**Routing congestion**

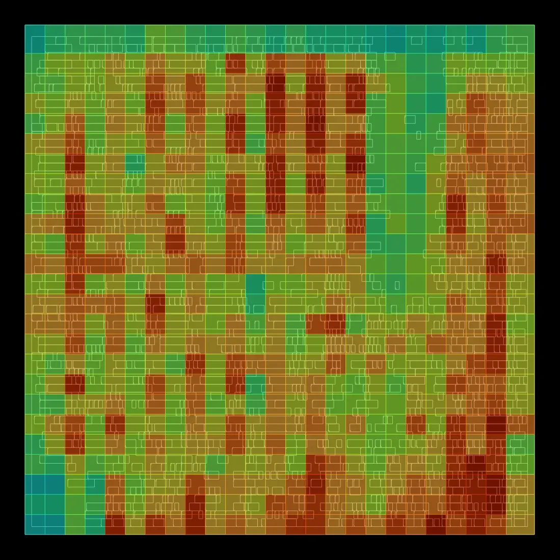
**Metal layers overlaid**

Two of the layers only.
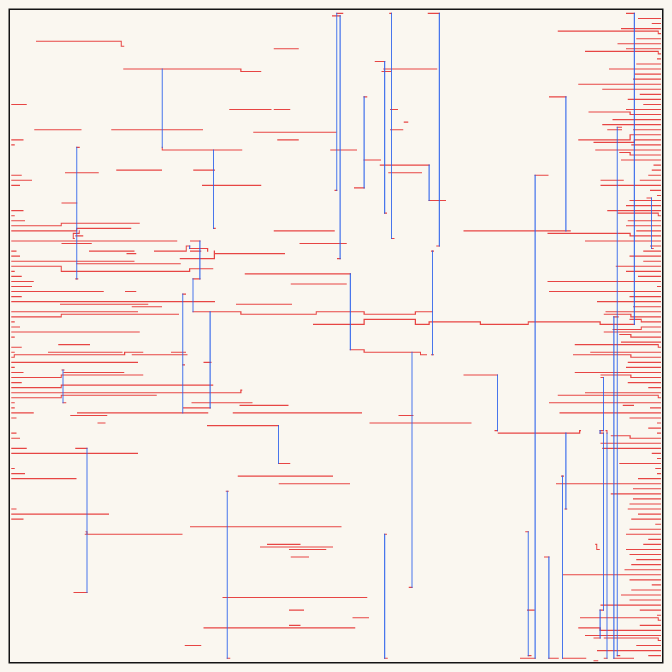
**Signal wires on met3**

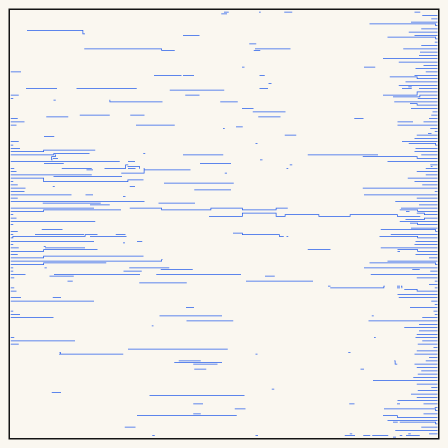
**Ports around the boundary**

Pins as bars across the die edge, other pins in grey.
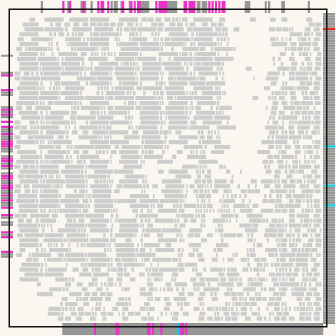
**Sequential cells grouped by signal name**

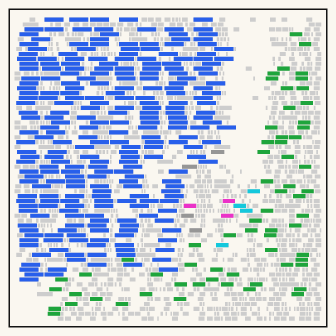
### src/rtl/f_pc_reg.sv
// f_pc_reg: fetch PC/status register with redirect priority and a circular return-address stack.
module f_pc_reg #(
  parameter int PC_W = 64,
  parameter int STAT_W = 4,
  parameter int RAS_DEPTH = 4,
  parameter logic [PC_W-1:0] RESET_PC = '0
) (
  input  logic              clk,
  input  logic              rst_n,
  input  logic              F_stall,
  input  logic [STAT_W-1:0] F_stat,
  input  logic [PC_W-1:0]   predPC,
  input  logic              mis_valid,
  input  logic [PC_W-1:0]   mis_pc,
  input  logic              ret_valid,
  input  logic [PC_W-1:0]   ret_pc,
  input  logic              call_push,
  input  logic [PC_W-1:0]   call_addr,
  input  logic              ret_pop,
  output logic [PC_W-1:0]   F_predPC,
  output logic [STAT_W-1:0] f_stat,
  output logic [PC_W-1:0]   ras_top,
  output logic              ras_empty,
  output logic              ras_ovf,
  output logic              ras_unf
);
  localparam int AW = $clog2(RAS_DEPTH);
  localparam int CW = AW + 1;
  localparam logic [STAT_W-1:0] AOK = STAT_W'(1);
  localparam logic [CW-1:0] FULL = CW'(RAS_DEPTH);

  logic [PC_W-1:0]   pc_q, pc_d;
  logic [STAT_W-1:0] stat_q, stat_d;
  logic [AW-1:0]     top_q, top_d, wr_idx;
  logic [CW-1:0]     cnt_q, cnt_d;
  logic              ovf_q, ovf_d, unf_q, unf_d;
  logic [PC_W-1:0]   mem_q [RAS_DEPTH];
  logic [PC_W-1:0]   mem_d [RAS_DEPTH];
  logic redir, halted, en, push, pop, empty, full, rep, adv, dec;

  always_comb begin
    redir  = mis_valid | ret_valid;
    halted = stat_q != AOK;
    pc_d   = mis_valid ? mis_pc : ret_valid ? ret_pc : (halted | F_stall) ? pc_q : predPC;
    stat_d = (redir | (!F_stall & !halted)) ? F_stat : stat_q;
    en     = !F_stall & !redir;
    push   = en & call_push;
    pop    = en & ret_pop;
    empty  = cnt_q == '0;
    full   = cnt_q == FULL;
    // Push+pop on a non-empty stack replaces the top in place; on an empty one it is a plain push.
    rep    = push & pop & !empty;
    adv    = push & !rep;
    dec    = pop & !push & !empty;
    wr_idx = rep ? top_q : top_q + 1'b1;
    top_d  = adv ? top_q + 1'b1 : dec ? top_q - 1'b1 : top_q;
    cnt_d  = (adv & !full) ? cnt_q + 1'b1 : dec ? cnt_q - 1'b1 : cnt_q;
    ovf_d  = ovf_q | (adv & full);
    unf_d  = unf_q | (pop & !push & empty);
    mem_d  = mem_q;
    if (push) mem_d[wr_idx] = call_addr;
  end

  always_ff @(posedge clk) begin
    if (!rst_n) begin
      pc_q   <= RESET_PC;
      stat_q <= AOK;
      top_q  <= '0;
      cnt_q  <= '0;
      ovf_q  <= 1'b0;
      unf_q  <= 1'b0;
    end else begin
      pc_q   <= pc_d;
      stat_q <= stat_d;
      top_q  <= top_d;
      cnt_q  <= cnt_d;
      ovf_q  <= ovf_d;
      unf_q  <= unf_d;
    end
  end

  always_ff @(posedge clk) mem_q <= mem_d;

  assign F_predPC  = pc_q;
  assign f_stat    = stat_q;
  assign ras_empty = cnt_q == '0;
  assign ras_top   = ras_empty ? '0 : mem_q[top_q];
  assign ras_ovf   = ovf_q;
  assign ras_unf   = unf_q;
endmodule

### config.mk
export PLATFORM = sky130hd
export DESIGN_NAME = f_pc_reg
export DESIGN_NICKNAME = d
export VERILOG_FILES = /design/src/rtl/f_pc_reg.sv
export SDC_FILE = /design/constraint.sdc
export NUM_CORES = 1
export LEC_CHECK = 0
export ABC_AREA = 1
export CAP_MARGIN = 20
export CORE_MARGIN = 2
export CORE_UTILIZATION = 48
export DETAILED_ROUTE_END_ITERATION = 6
export MAX_ROUTING_LAYER = met4
export PLACE_DENSITY = 0.8
export RECOVER_POWER = 50
export SLEW_MARGIN = 20
export SYNTH_ARGS = -nofsm -noshare
export SYNTH_HDL_FRONTEND = slang
export SYNTH_SLANG_ARGS = --single-unit
### constraint.sdc
create_clock -name clk -period 5.9 [get_ports clk]
set_input_delay 0.885 -clock clk [delete_from_list [all_inputs] [get_ports clk]]
set_output_delay 0.885 -clock clk [all_outputs]
set_load 0.01 [all_outputs]
==> ci_impl_report.md <==
## Implementation flow summary

| Metric | Value |
|---|---|
| Top reg by flops | `mem_q` |
| Gr busiest metal | `met2` |
| Cycle use final | `0.7109` |
| Synthesis-to-layout area growth | `37.50%` |
| Stages on the worst setup path | `6` |
| Top cells by count, synth | `274 x nor2_1, 256 x edfxtp_1, 255 x o21ai_0, 133 x a21oi_1, 80 x nand2_1` |
| Top Ports | `402` |
| Hold Vio Cnt, Final | `0` |
| Distinct lib cells | `26` |
| Top power group | `sequential cells` |
| Reg area | `9194 um2` |
| Async SR Flop Fraction | `0` |
| Setup violators final | `0` |
| Clock tree root buffer cell | `clkbuf_16` |
| Type of the worst setup path | `flop to primary output` |
| Number of port buffers | `401` |
| Worst slew pin tran | `2271 ps` |
| DRT iter0 DRCs | `730` |
| Detail Route Antenna Nets | `0` |
| Final Cell Area | `19370 um2` |
| Power density cells | `276.7 nW/um2` |
| Slew Limit Fails | `80` |
| XORs/XNORs by Area | `0.002486` |
| Power, Total | `~5400 uW` |
| Post-Route WL | `about 42 mm` |
| Total core area | `28780 um2` |
| Final std cells w/o fill | `2120` |
| Placed cell area | `18250 um2` |
| Metal2 WL | `21.23 mm` |
| Cell Area, Synth | `approximately 14000 um2` |
| Peak VDD IR | `0.2033 mV` |
| Synth Net Count | `1603` |
| Leakage power | `between 0.007 and 0.008 uW` |
| Yosys top cell by instances | `nor2_1` |
| Total internal power | `4120 uW` |
| Num CTS Buffers | `35` |
| Post-synth top area cell | `edfxtp_1` |
| Top area contributor share | `0.5456` |
| Non-clock inverters | `~77` |
| Worst-case reg-to-reg path depth | `6` |
| Logic area | `between 4000 and 5000 um2` |
| CTS tree | `yes` |
| Avg Inst Size Synth | `10.56 um2` |
| Failing checks | `capacitance limit, slew limit` |
| Setup TNS | `0 ps` |
| Initial antenna violation count | `17` |
| Fin worst setup slack | `between 1500 and 2000 ps` |
| YS chip area | `14090 um2` |
| Die Ht | `175.3 um` |
| DPL Wire Length | `27.81 mm` |
| N_diodes | `17` |
| Max cap viols | `1` |
| Vias in the first global route | `10880` |
| Most used cell, CP | `nor2_1` |
| First-pass GRT wire length | `62.32 mm` |
| Clk power | `around 2100 uW` |
| Worst path bufs/invs | `2` |
| Combinational power | `between 600 and 700 uW` |
| Post-synthesis mux area share | `0.04546` |
| WHS Endpoint | `ras_ovf$_SDFF_PN0_` |
| Clock network share of area | `0.05748` |
| EDFF count, synth | `256` |
| Post-CTS Setup Bufs | `0` |
| Mi-comb count | `834` |
| Nets | `1962` |
| Main logic family | `AND-OR/OR-AND gates` |
| Setup Skew | `18.22 ps` |
| Residual DRC count | `0` |
| Clk slew on worst S/H paths | `~60 ps` |
| RSZ-0062 raised after global routing | `no` |
| Compound Share, Synth | `0.1405` |
| CP Capture Type | `primary output` |
| FF-to-FF End | `F_predPC[44]$_SDFFE_PN0P_` |
| Status | `finished, violations left` |
| Dominant flop cell | `edfxtp_1` |
| Min Tclk post-route | `4194 ps` |
| WL met3 | `between 3 and 4 mm` |
| Clk network pwr share | `0.399` |
| Total Routing Usage GR | `0.2760` |
| Crit Path Max Fanout | `85` |
| WHS | `471.9 ps` |
## Picture notes: 'routing congestion'
met1 track demand over resource: 0.3120
utilization after layout: 0.6732
M3 GR Usage: 0.06602
wire per inst: 19.94 um
met2 Use GR: 0.4770

## Picture notes: 'metal layers overlaid'
Key: blue = met4 [wire length 1490 um]; red = met3 [wire length 3530 um]

## Picture notes: 'signal wires on met3'
The longest straight run is 61.6 um. 246 nets have wire on it.

## Picture notes: 'ports around the boundary'
Key: magenta = ras_top [pins 64, direction output, edge 30 north, 24 west, 10 south]; red = F_stall [pins 1, direction input, edge east]; cyan = f_stat [pins 4, direction output, edge 3 east, 1 south]
All pins by edge: 157 south, 127 east, 64 north, 54 west.

## Picture notes: 'sequential cells grouped by signal name'
Key: cyan = f_stat [placed flops 4]; green = F_predPC [placed flops 64, where all over the die]; blue = mem_q [placed flops 256]; magenta = cnt_q [placed flops 3]
Another 4 sequential cells are not coloured.

Power is estimated from default activity; no workload was simulated.
